Figure 1. Routing congestion map.
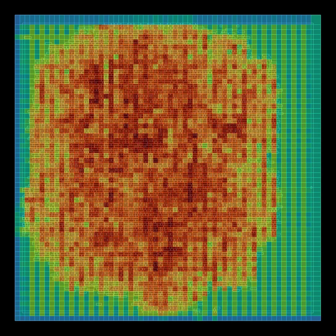
Figure 2. The metal 3 layer.
Bar = 100 um.
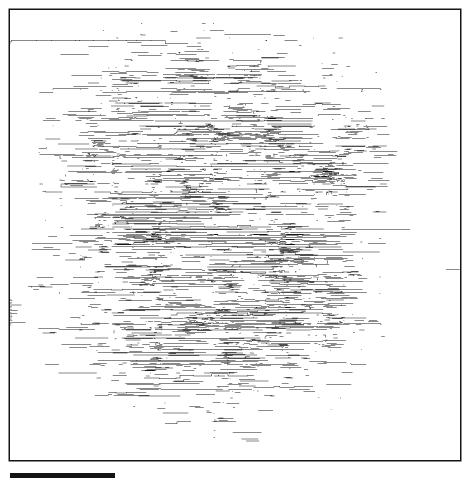
<file path="src/rtl/overture_prog_loader.sv">
// -----------------------------------------------------------------------------
// overture_prog_loader
//
// Program store and boot sequencer for the Overture CPU.
//
// It takes a byte stream over a valid/ready handshake and writes it into a
// 2**ADDR_W x 8 program RAM. The RAM is read combinationally at the CPU PC.
// It also sequences the CPU reset and run controls: load, then release, then
// either free-run or single-step.
//
// Ports
//   clk         rising-edge clock
//   reset_n     asynchronous active-low reset
//   load_start  pulse: begin a load of load_len bytes (0 = rerun stored program)
//   load_len    byte count, ADDR_W+1 bits; values above 2**ADDR_W are clamped
//   in_valid    byte stream valid
//   in_data     byte stream data
//   in_ready    loader accepts a byte this cycle (high only in LOAD)
//   halt        level: abort load / stop CPU, return to IDLE
//   step_mode   1 = single-step while in RUN
//   step        pulse: one CPU cycle when step_mode=1 (edge-detected)
//   fetch_addr  CPU PC
//   fetch_data  instruction at fetch_addr (combinational)
//   cpu_reset   active-high synchronous reset to the CPU
//   cpu_run     CPU run enable
//   load_done   one-cycle pulse when the program is released
//   busy        sequencer not in IDLE
//
// States
//   state    | meaning
//   ---------+------------------------------------------------------------
//   ST_IDLE  | CPU held in reset, waiting for load_start
//   ST_LOAD  | accepting bytes; remaining counts down to the terminal count
//   ST_PRIME | one-cycle release: load_done pulses, CPU still in reset
//   ST_RUN   | CPU out of reset; free-run or single-step
// -----------------------------------------------------------------------------
module overture_prog_loader #(
  parameter int ADDR_W = 8
) (
  input  logic              clk,
  input  logic              reset_n,
  input  logic              load_start,
  input  logic [ADDR_W:0]   load_len,
  input  logic              in_valid,
  input  logic [7:0]        in_data,
  output logic              in_ready,
  input  logic              halt,
  input  logic              step_mode,
  input  logic              step,
  input  logic [ADDR_W-1:0] fetch_addr,
  output logic [7:0]        fetch_data,
  output logic              cpu_reset,
  output logic              cpu_run,
  output logic              load_done,
  output logic              busy
);

  localparam int DEPTH = 1 << ADDR_W;
  localparam logic [ADDR_W:0] FULL_LEN = (ADDR_W+1)'(DEPTH);

  typedef enum logic [1:0] {
    ST_IDLE  = 2'd0,
    ST_LOAD  = 2'd1,
    ST_PRIME = 2'd2,
    ST_RUN   = 2'd3
  } state_t;

  state_t            state, state_nx;
  logic [ADDR_W-1:0] wr_ptr, wr_ptr_nx;
  logic [ADDR_W:0]   remaining, remaining_nx;
  logic [ADDR_W:0]   len_clamped;
  logic              mem_we;
  logic              step_q;
  logic              step_fire;

  logic [7:0] mem [DEPTH];

  assign len_clamped = (load_len > FULL_LEN) ? FULL_LEN : load_len;

  // ---------------------------------------------------------------------------
  // State and datapath registers
  // ---------------------------------------------------------------------------
  always_ff @(posedge clk or negedge reset_n) begin
    if (!reset_n) begin
      state     <= ST_IDLE;
      wr_ptr    <= '0;
      remaining <= '0;
      step_q    <= 1'b0;
      step_fire <= 1'b0;
    end else begin
      state     <= state_nx;
      wr_ptr    <= wr_ptr_nx;
      remaining <= remaining_nx;
      step_q    <= step;
      // A step rising edge seen in RUN grants exactly one run cycle next.
      step_fire <= (state == ST_RUN) && step && !step_q;
    end
  end

  // Program RAM. Reset clears it so a partial load never survives reset_n.
  always_ff @(posedge clk or negedge reset_n) begin
    if (!reset_n) begin
      for (int i = 0; i < DEPTH; i++) begin
        mem[i] <= 8'h00;
      end
    end else if (mem_we) begin
      mem[wr_ptr] <= in_data;
    end
  end

  // Old value is visible during a same-cycle write to fetch_addr.
  assign fetch_data = mem[fetch_addr];

  // ---------------------------------------------------------------------------
  // Next-state and outputs
  // ---------------------------------------------------------------------------
  always_comb begin
    state_nx     = state;
    wr_ptr_nx    = wr_ptr;
    remaining_nx = remaining;
    mem_we       = 1'b0;
    in_ready     = 1'b0;
    cpu_reset    = 1'b1;
    cpu_run      = 1'b0;
    load_done    = 1'b0;
    busy         = 1'b1;

    unique case (state)
      ST_IDLE: begin
        busy = 1'b0;
        if (load_start && !halt) begin
          if (load_len == '0) begin
            state_nx = ST_PRIME;
          end else begin
            state_nx     = ST_LOAD;
            wr_ptr_nx    = '0;
            remaining_nx = len_clamped;
          end
        end
      end

      ST_LOAD: begin
        in_ready = 1'b1;
        // halt wins over a concurrent handshake: that byte is dropped.
        if (halt) begin
          state_nx = ST_IDLE;
        end else if (in_valid) begin
          mem_we       = 1'b1;
          wr_ptr_nx    = wr_ptr + ADDR_W'(1);
          remaining_nx = remaining - (ADDR_W+1)'(1);
          if (remaining == (ADDR_W+1)'(1)) begin
            state_nx = ST_PRIME;
          end
        end
      end

      ST_PRIME: begin
        load_done = 1'b1;
        state_nx  = halt ? ST_IDLE : ST_RUN;
      end

      ST_RUN: begin
        cpu_reset = 1'b0;
        cpu_run   = step_mode ? step_fire : 1'b1;
        if (halt) begin
          state_nx = ST_IDLE;
        end else if (load_start) begin
          // A zero length from RUN reruns the stored program, same as IDLE,
          // rather than parking in LOAD with nothing to count down.
          if (load_len == '0) begin
            state_nx = ST_PRIME;
          end else begin
            state_nx     = ST_LOAD;
            wr_ptr_nx    = '0;
            remaining_nx = len_clamped;
          end
        end
      end

      default: begin
        state_nx = ST_IDLE;
      end
    endcase
  end

endmodule
</file>
<file path="config.mk">
export PLATFORM = sky130hd
export DESIGN_NAME = overture_prog_loader
export DESIGN_NICKNAME = d
export VERILOG_FILES = /design/src/rtl/overture_prog_loader.sv
export SDC_FILE = /design/constraint.sdc
export NUM_CORES = 2
export LEC_CHECK = 0
export CORE_MARGIN = 10
export CORE_UTILIZATION = 57
export DETAILED_ROUTE_END_ITERATION = 8
export MAX_ROUTING_LAYER = met4
export PLACE_DENSITY = 0.87
export SYNTH_ARGS = -nofsm -noshare
export SYNTH_HDL_FRONTEND = slang
export SYNTH_SLANG_ARGS = --single-unit
</file>
<file path="constraint.sdc">
create_clock -name clk -period 5.28 [get_ports clk]
set_clock_uncertainty 0.1 [all_clocks]
set_input_delay 1.584 -clock clk [delete_from_list [all_inputs] [get_ports clk]]
set_output_delay 1.584 -clock clk [all_outputs]
set_load 0.01 [all_outputs]
</file>
==> summary.txt <==
Pint = 25.6 mW
Sequential power share = 47.6%
Core ar. = 0.165 mm2
Starting DRT DRC Count = 6729
WP data required = 3.60 ns
Half-perimeter wire length after placement = 166000 um
Final hold slack = 0.314 ns
WP buf/inv = 6
Sequential cell area = 0.0518 mm2
Syn. warnings = 0
Min-delay src = step_q$_DFF_PN0_
Combinational share of power = 8.1%
Die width = 427 um
Synthesized area per cell = 15.1 um2
Post_cts resized = 303
R2R Setup Slk = 1.63 ns
Slowest stage cell, crit path = nor4_4
Most common cell in the netlist = dfrtp_1
Overflow after GRT = 0
Post-Syn Area = 0.0946 mm2
Yosys cell count = 6268
Top cell type by total area after synthesis = dfrtp_1
Post-CTS Setup Bufs = 53
Min-Delay Path Class = register to register
Top area contributor share = 54.7%
CTS tree = built
Gr usage total = 30.8%
Syn_nets = 6306
Kind of critical path = input port to output port
FP Core Util = 57.4%
RSZ-0062 raised after global routing = yes
Inverters = 14
Flop count = 2069
P per Cell Area = 309 mW/mm2
Sw Pwr = 8.36 mW
Mapped Cells = 6268
Clock sinks = 2069
Clock network power share = 44.3%
Post-synth area from yosys stat = 0.0946 mm2
Crit-path max cell delay = 0.59 ns
Hold EP = step_fire$_DFF_PN0_
CP delay by family, top = buffers and inverters
Post-layout period usage = 113%
Dominant flop cell = dfrtp_1
Area-dominant class = registers
Vias in the first global route = 65200
Tap cells = 2189
Reg2reg start = state[1]$_DFFE_PN0P_
Layout non-clock buf frac = 5.74%
Worst Hold Depth = 1
Failing checks = negative setup slack
Max Clock Freq = 168 MHz
P_leak = 53.1 nW
First-pass GRT wire length = 417000 um
Worst relative slew slack = 1.95%
Most frequent cells in the layout = dfrtp_1, mux2_2, buf_4
Distinct cells, synth = 62
Total Power = 33.9 mW
Sequential power = 16.1 mW
Place WS = -2.06 ns
Final clock-cell share = 6.27%
Placed Instances = 8489
Crit path max fanout = 22
Top cells, area = dfrtp_1, mux2_2, mux4_2
Slew at the pin with the worst max-slew slack = 1.47 ns
Share of cells above drive strength 1 = 52.8%
Num CTS Buffers = 198
Root Driver = clkbuf_16
Critical R2R Capture = mem[642]$_DFFE_PN0P_
Maximum clock path buffer count = 3
Initial antenna violation count = 3
Power Clock = 15.0 mW
Final-report max-slew violation count = 0
Log Warnings = 78
CP arrival = 4.27 ns
CP Cell Sequence = bufbuf_16, and2_1, buf_12, buf_4, a22oi_2, o211ai_1, nand4_1, buf_4, nor3_1, buf_4, nor4_4, buf_2
Async S/R FF share, synth = 100%
Sequential area share after synthesis = 54.7%
Sum Neg Setup Slack = -4.92 ns
Cts hold-fix bufs = 0
Rows = 149
Clk latency late pin = 0.86 ns
Largest net degree at the start of global routing = 182
Final nets = 6627
Die area = 0.183 mm2
Final Hold Fails = 0
Seq area share = 47.1%
Reg clk slew, reported paths = 0.06 ns
PortBufs = 44
CP Capture Point = fetch_data[6]
GP Congestion = 0.971
Status = finished with violations
Top cells by count = dfrtp_1, mux2_2, mux4_2
Buffers, non-clock = 600
Setup crit start = fetch_addr[0]
Fin crit period = 5.96 ns
Sw Ratio = 24.6%
ANT cells = 3
Max power group = sequential cells
Via-per-instance ratio = 6.85
Commonest Layout Cell = dfrtp_1
Post-route ant nets = 0
FF-to-FF path depth = 8
EDFF count, synth = 0
H-tree levels = 4
CP endpoint kind = output port
First-pass DRT Iterations = 6
Final setup margin = -0.676 ns
Area Overhead vs Synth = 16.1%
Comb area = 0.0421 mm2
Die Y = 427 um
# setup viols final = 8
Max_cap viols = 0
Comb power = 2.74 mW
Detailed-route DRC error count = 0
Finished Cell Area = 0.110 mm2
Comb area share = 38.3%
Worst IR Drop VDD = 0.262 mV
Comb_multi_in = 3706
FILL cells = 9969
Clock buf count = 295
Cell mode on critical path = buf_4
Finished Layout Cells = 8944
Startpoint types = input port
Num ports = 45
Placed inst area = 0.100 mm2
Notes on Figure 1 above:
wire per inst: 31.0 um
Final Core Density: 66.6%
met2 GRT Util: 46.5%
Most Used Layer, Global Route: met2

Notes on Figure 2 above:
longest straight run: 152 um
wire length on this layer: 27.4 mm
main direction: horizontal
nets with wire on the layer: 928
Post-Route WL: 277000 um
met3 usage: 7.55%
DR vias: 61300

## layer usage
layer	GRT usage (%)	routed length, um	vias up
met2	46.5	130000	3494
met1	38.5	102000	32600
li1	-	-	24100
met4	16.9	18000	0
met5	-	0	-
met3	7.55	27400	1089
## logic make-up (layout without fill, tap and decap cells)
family	Yosys count	count (layout)	share of synthesized area (%)
AOI/OAI and AO/OA	485	485	3.56
adders and majority gates	6	6	0.0793
buffers and inverters	493	977	2.26
DFF	2069	2069	54.7
muxes	2668	2668	36.3
other	0	3	0
and+or+nand+nor	547	547	3.08
## registers in the layout, summed over array words and instances (netlist names)
name,cells
state,2
step_fire,1
mem,2048
step_q,1
wr_ptr,8
remaining,9
Power is estimated from default activity; no workload was simulated.
